Run 1, cell placement:
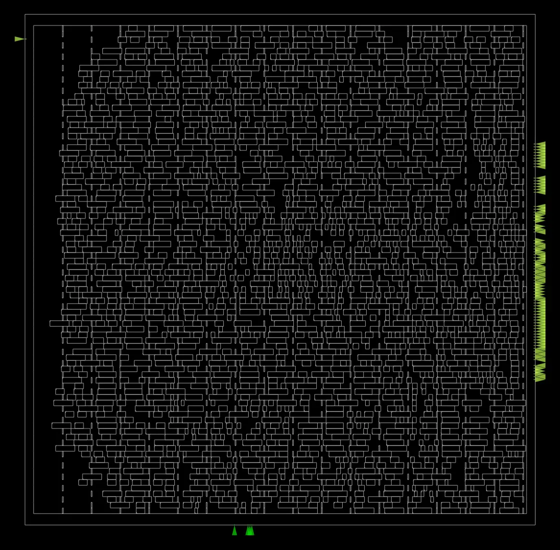
Run 1, metal 3:
(1 px per um) Cells faint in the background.
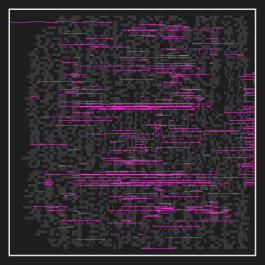
Run 1, sequential cells colored by netlist name:
(1.5 px per um)
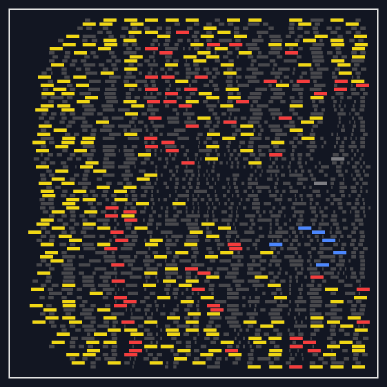
Run 1, cells colored by class:
(2 px per um)
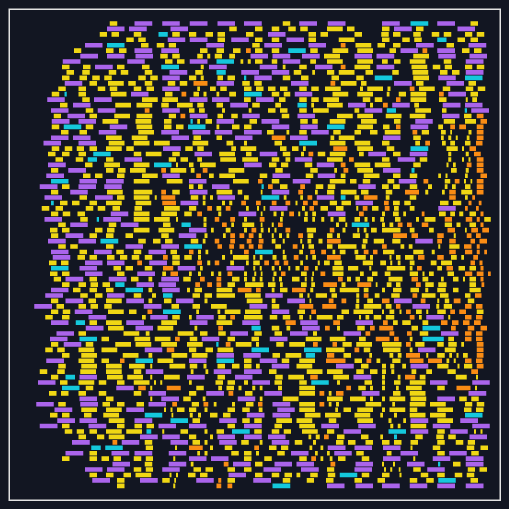
==> config.mk <==
export PLATFORM = sky130hd
export DESIGN_NAME = pred_rf_rot
export DESIGN_NICKNAME = d
export VERILOG_FILES = /design/src/rtl/pred_rf_rot.sv
export SDC_FILE = /design/constraint.sdc
export NUM_CORES = 1
export LEC_CHECK = 0
export CELL_PAD_IN_SITES_DETAIL_PLACEMENT = 2
export CELL_PAD_IN_SITES_GLOBAL_PLACEMENT = 2
export CORE_MARGIN = 4
export CORE_UTILIZATION = 40
export DETAILED_ROUTE_END_ITERATION = 12
export PLACE_DENSITY_LB_ADDON = 0.1
export RECOVER_POWER = 25
export SYNTH_ARGS = -nofsm -noshare
export SYNTH_HDL_FRONTEND = slang
export SYNTH_SLANG_ARGS = --single-unit
==> constraint.sdc <==
create_clock -name CLK -period 9.6 [get_ports CLK]
set_input_delay 0.96 -clock CLK [delete_from_list [all_inputs] [get_ports CLK]]
set_output_delay 0.96 -clock CLK [all_outputs]
set_load 0.005 [all_outputs]
==> impl_metrics.py, run 1 <==
# Generated from Yosys and OpenROAD reports
metrics = {
    "cts": {
        "h-tree-depth": 2,
        "clock.latency.late_pin_ns": 0.57,
        "cts_tree": "done",
        "cts_buffers": 41,
        "hold_buffers": 0,
        "clk_pin_slew_ns": 0.05,
        "ctsResizeCount": 119,
    },
    "drt": {
        "routed.top_layer": "met5",
        "wl_met2_um": 42070,
        "wl_met1_um": 39070,
        "antenna_left": 0,
        "firstDrtPassIters": 5,
        "vias_per_cell": 6.456,
        "avgRoutedWirePerCell_um": 34.47,
        "wl_met3_um": 6826,
    },
    "grt": {
        "grt-busiest-layer": "met2",
        "use_met1_pct": 41.37,
        "grt_first_pass_wirelength_um": 134600,
        "grt_start_max_net_pins": 141,
    },
    "timing": {
        "fin_skew_ns": 0.01904,
        "worst_pin_slew_ns": 1.314,
        "setup_violations": 17,
        "fin_ws_ns": -0.3118,
        "drv_slew": 0,
        "whs_ns": 0.4436,
        "rsz0062_at_grt": "true",
        "setup_tns_ns": -4.251,
        "relSlewSlack_pct": 11.97,
    },
    "layout": {
        "nets": 1962,
        "comb_area_share_pct": 51.76,
        "drive_above_1_share_pct": 54.92,
        "non_clock_buffer_area_share_pct": 9.166,
        "buffers": 264,
    },
    "critical_path": {
        "critPathRequiredTime_ns": 8.64,
        "ff2ff_path_depth": 11,
        "cp_top_family": "multiplexers",
        "slowest_delay_ns": 0.83,
        "cp_num_buf_inv": 5,
        "critical_path.slowest_cell": "fa_4",
        "startpoint_type": "flop",
        "rrSetupSlack_ns": 5.47,
    },
    "power": {
        "irDropWorstVdd_v": 0.0003475,
        "power_frac_seq_pct": 21.8,
        "switchingPower_mw": 5.415,
        "power-top-group": "combinational cells",
        "clk-power_mw": 1.55,
        "comb-power_mw": 8.23,
    },
    "min_path": {
        "hold_depth": 1,
    },
    "synthesis": {
        "area_leaders": "dfrtn_1 (37%), mux2_2 (26%), mux4_2 (19%), nand3_1 (2.0%), nor3_1 (1.6%)",
        "synthesis.nets": 1786,
        "adder_share_pct": 1.574,
        "synth_flops": 328,
        "ys_sh_xor_pct": 1.462,
        "edf_count": 0,
        "ys_types": 65,
        "synth-compound-area-share_pct": 2.685,
        "synth_area_sq_um": 22420,
        "avgSynthCellArea_sq_um": 13.13,
    },
    "die": {
        "die_w_um": 244.7,
    },
    "placed_design": {
        "dpl_worst_slack_ns": -0.1658,
        "gp_congestion": 0.8941,
    },
    "run": {
        "drv_cap": 0,
    },
    "outcome": {
        "status": "complete, but fails checks",
        "violations": "setup timing",
    },
}
Back to the opening pictures, 'cell placement':
row count: 86
fill count: 5283
flop share of the area: 30.48%
Final Non-Filler Cells: 2658

Back to the opening pictures, 'metal 3':
- main direction: horizontal
- share of all routed wire: 7.4%
vias: 17160
Post-Route WL: 91610 um

Back to the opening pictures, 'sequential cells colored by netlist name':
- r_mem: yellow (sequential cells 256; where spread over the die)
- r_vld: red (sequential cells 64)
- rrb: blue (sequential cells 6)
- not colored: 2
FF+latch area: 8208 sq um
sequential logic power: 2.73 mW
Util after Layout: 48.69%

Back to the opening pictures, 'cells colored by class':
- clock drivers and dummy loads: cyan (cells 69; share of their area 5.0%)
- all other logic: yellow (cells 1249; share of their area 54%)
- flip-flops: purple (cells 328; share of their area 32%)
- other buffers and delay cells: orange (cells 264; share of their area 9.5%)
Core ar.: 55310 sq um
Finished Cell Area: 26930 sq um

Run 1, cells by drive strength:
(1.5 px per um)
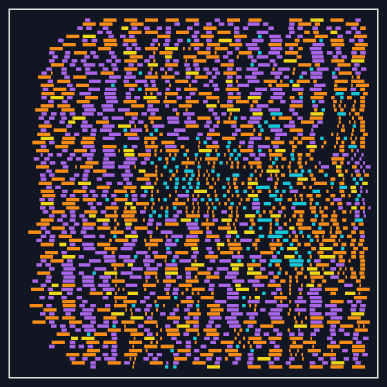

==> run 2, diff against run 1 <==
--- a/config.mk
+++ b/config.mk
@@ -5,13 +5,16 @@
 export SDC_FILE = /design/constraint.sdc
 export NUM_CORES = 1
 export LEC_CHECK = 0
+export ABC_CLOCK_PERIOD_IN_PS = 9600
 export CELL_PAD_IN_SITES_DETAIL_PLACEMENT = 2
 export CELL_PAD_IN_SITES_GLOBAL_PLACEMENT = 2
 export CORE_MARGIN = 4
 export CORE_UTILIZATION = 40
+export CTS_CLUSTER_DIAMETER = 60
 export DETAILED_ROUTE_END_ITERATION = 12
 export PLACE_DENSITY_LB_ADDON = 0.1
 export RECOVER_POWER = 25
+export SETUP_SLACK_MARGIN = 0.2
 export SYNTH_ARGS = -nofsm -noshare
 export SYNTH_HDL_FRONTEND = slang
 export SYNTH_SLANG_ARGS = --single-unit
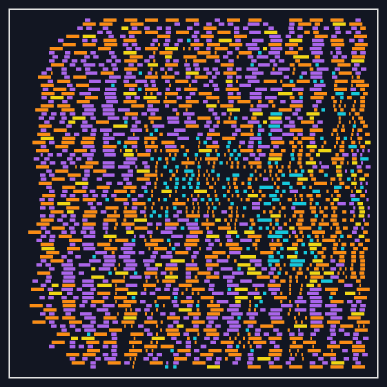
Run 2: cells by drive strength
(1.5 px per um)
- drive 2: purple (cells 771; most used mux2_2)
- drive 3 to 4: cyan (cells 181; most used buf_4)
- drive 1 or less: orange (cells 867; most used dfrtn_1)
- drive 6 and up: yellow (cells 111; most used clkbuf_16)
nonclk buf count: 276
final worst slack: -0.3659 ns
Layout area overhead: 21.34%
Finished Cell Area: 27200 sq um

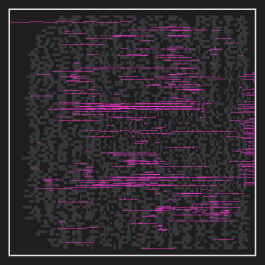
Run 2: metal 3
(1 px per um) Cells faint in the background.
- longest straight run: 123 um
- nets with wire on the layer: 298
vias: 17335
GR Layer Usage met3: 6.074%

==> impl_metrics.py, run 2 <==
# Generated from Yosys and OpenROAD reports
metrics = {
    "outcome": {
        "violations": "capacitance limit, slew limit, setup timing",
        "status": "complete, but fails checks",
    },
    "layout": {
        "n_fill_cell": 5278,
        "post-route-util_pct": 49.18,
        "comb_area_share_pct": 51.24,
        "final_cells": 2678,
        "drive_above_1_share_pct": 55.08,
    },
    "timing": {
        "setup_violations": 17,
        "drv_slew": 273,
        "fin_ws_ns": -0.3659,
        "relSlewSlack_pct": -39.70,
        "fin_skew_ns": 0.01687,
    },
    "synthesis": {
        "synthesis.nets": 1786,
        "ys_sh_xor_pct": 1.462,
        "ys_types": 65,
        "synth_area_sq_um": 22420,
        "edf_count": 0,
        "synth_flops": 328,
    },
    "cts": {
        "clk_pin_slew_ns": 0.04,
        "hold_buffers": 0,
        "ctsResizeCount": 127,
    },
    "grt": {
        "grt-busiest-layer": "met2",
    },
    "drt": {
        "antenna_left": 0,
        "avgRoutedWirePerCell_um": 34.56,
        "wl_met2_um": 42590,
        "vias_per_cell": 6.473,
        "routed.top_layer": "met5",
        "wl_met3_um": 6071,
        "wl_met1_um": 39980,
        "totalWireLength_um": 92560,
    },
    "critical_path": {
        "rrSetupSlack_ns": 5.52,
        "cp_num_buf_inv": 6,
        "slowest_delay_ns": 0.87,
        "critical_path.slowest_cell": "fa_4",
        "startpoint_type": "flop",
    },
    "power": {
        "power-top-group": "combinational cells",
        "comb-power_mw": 8.61,
        "power_frac_seq_pct": 21.0,
        "switchingPower_mw": 5.565,
    },
    "run": {
        "drv_cap": 2,
    },
    "die": {
        "die_w_um": 244.7,
        "rows": 86,
    },
}
Power and IR drop assume default switching activity.
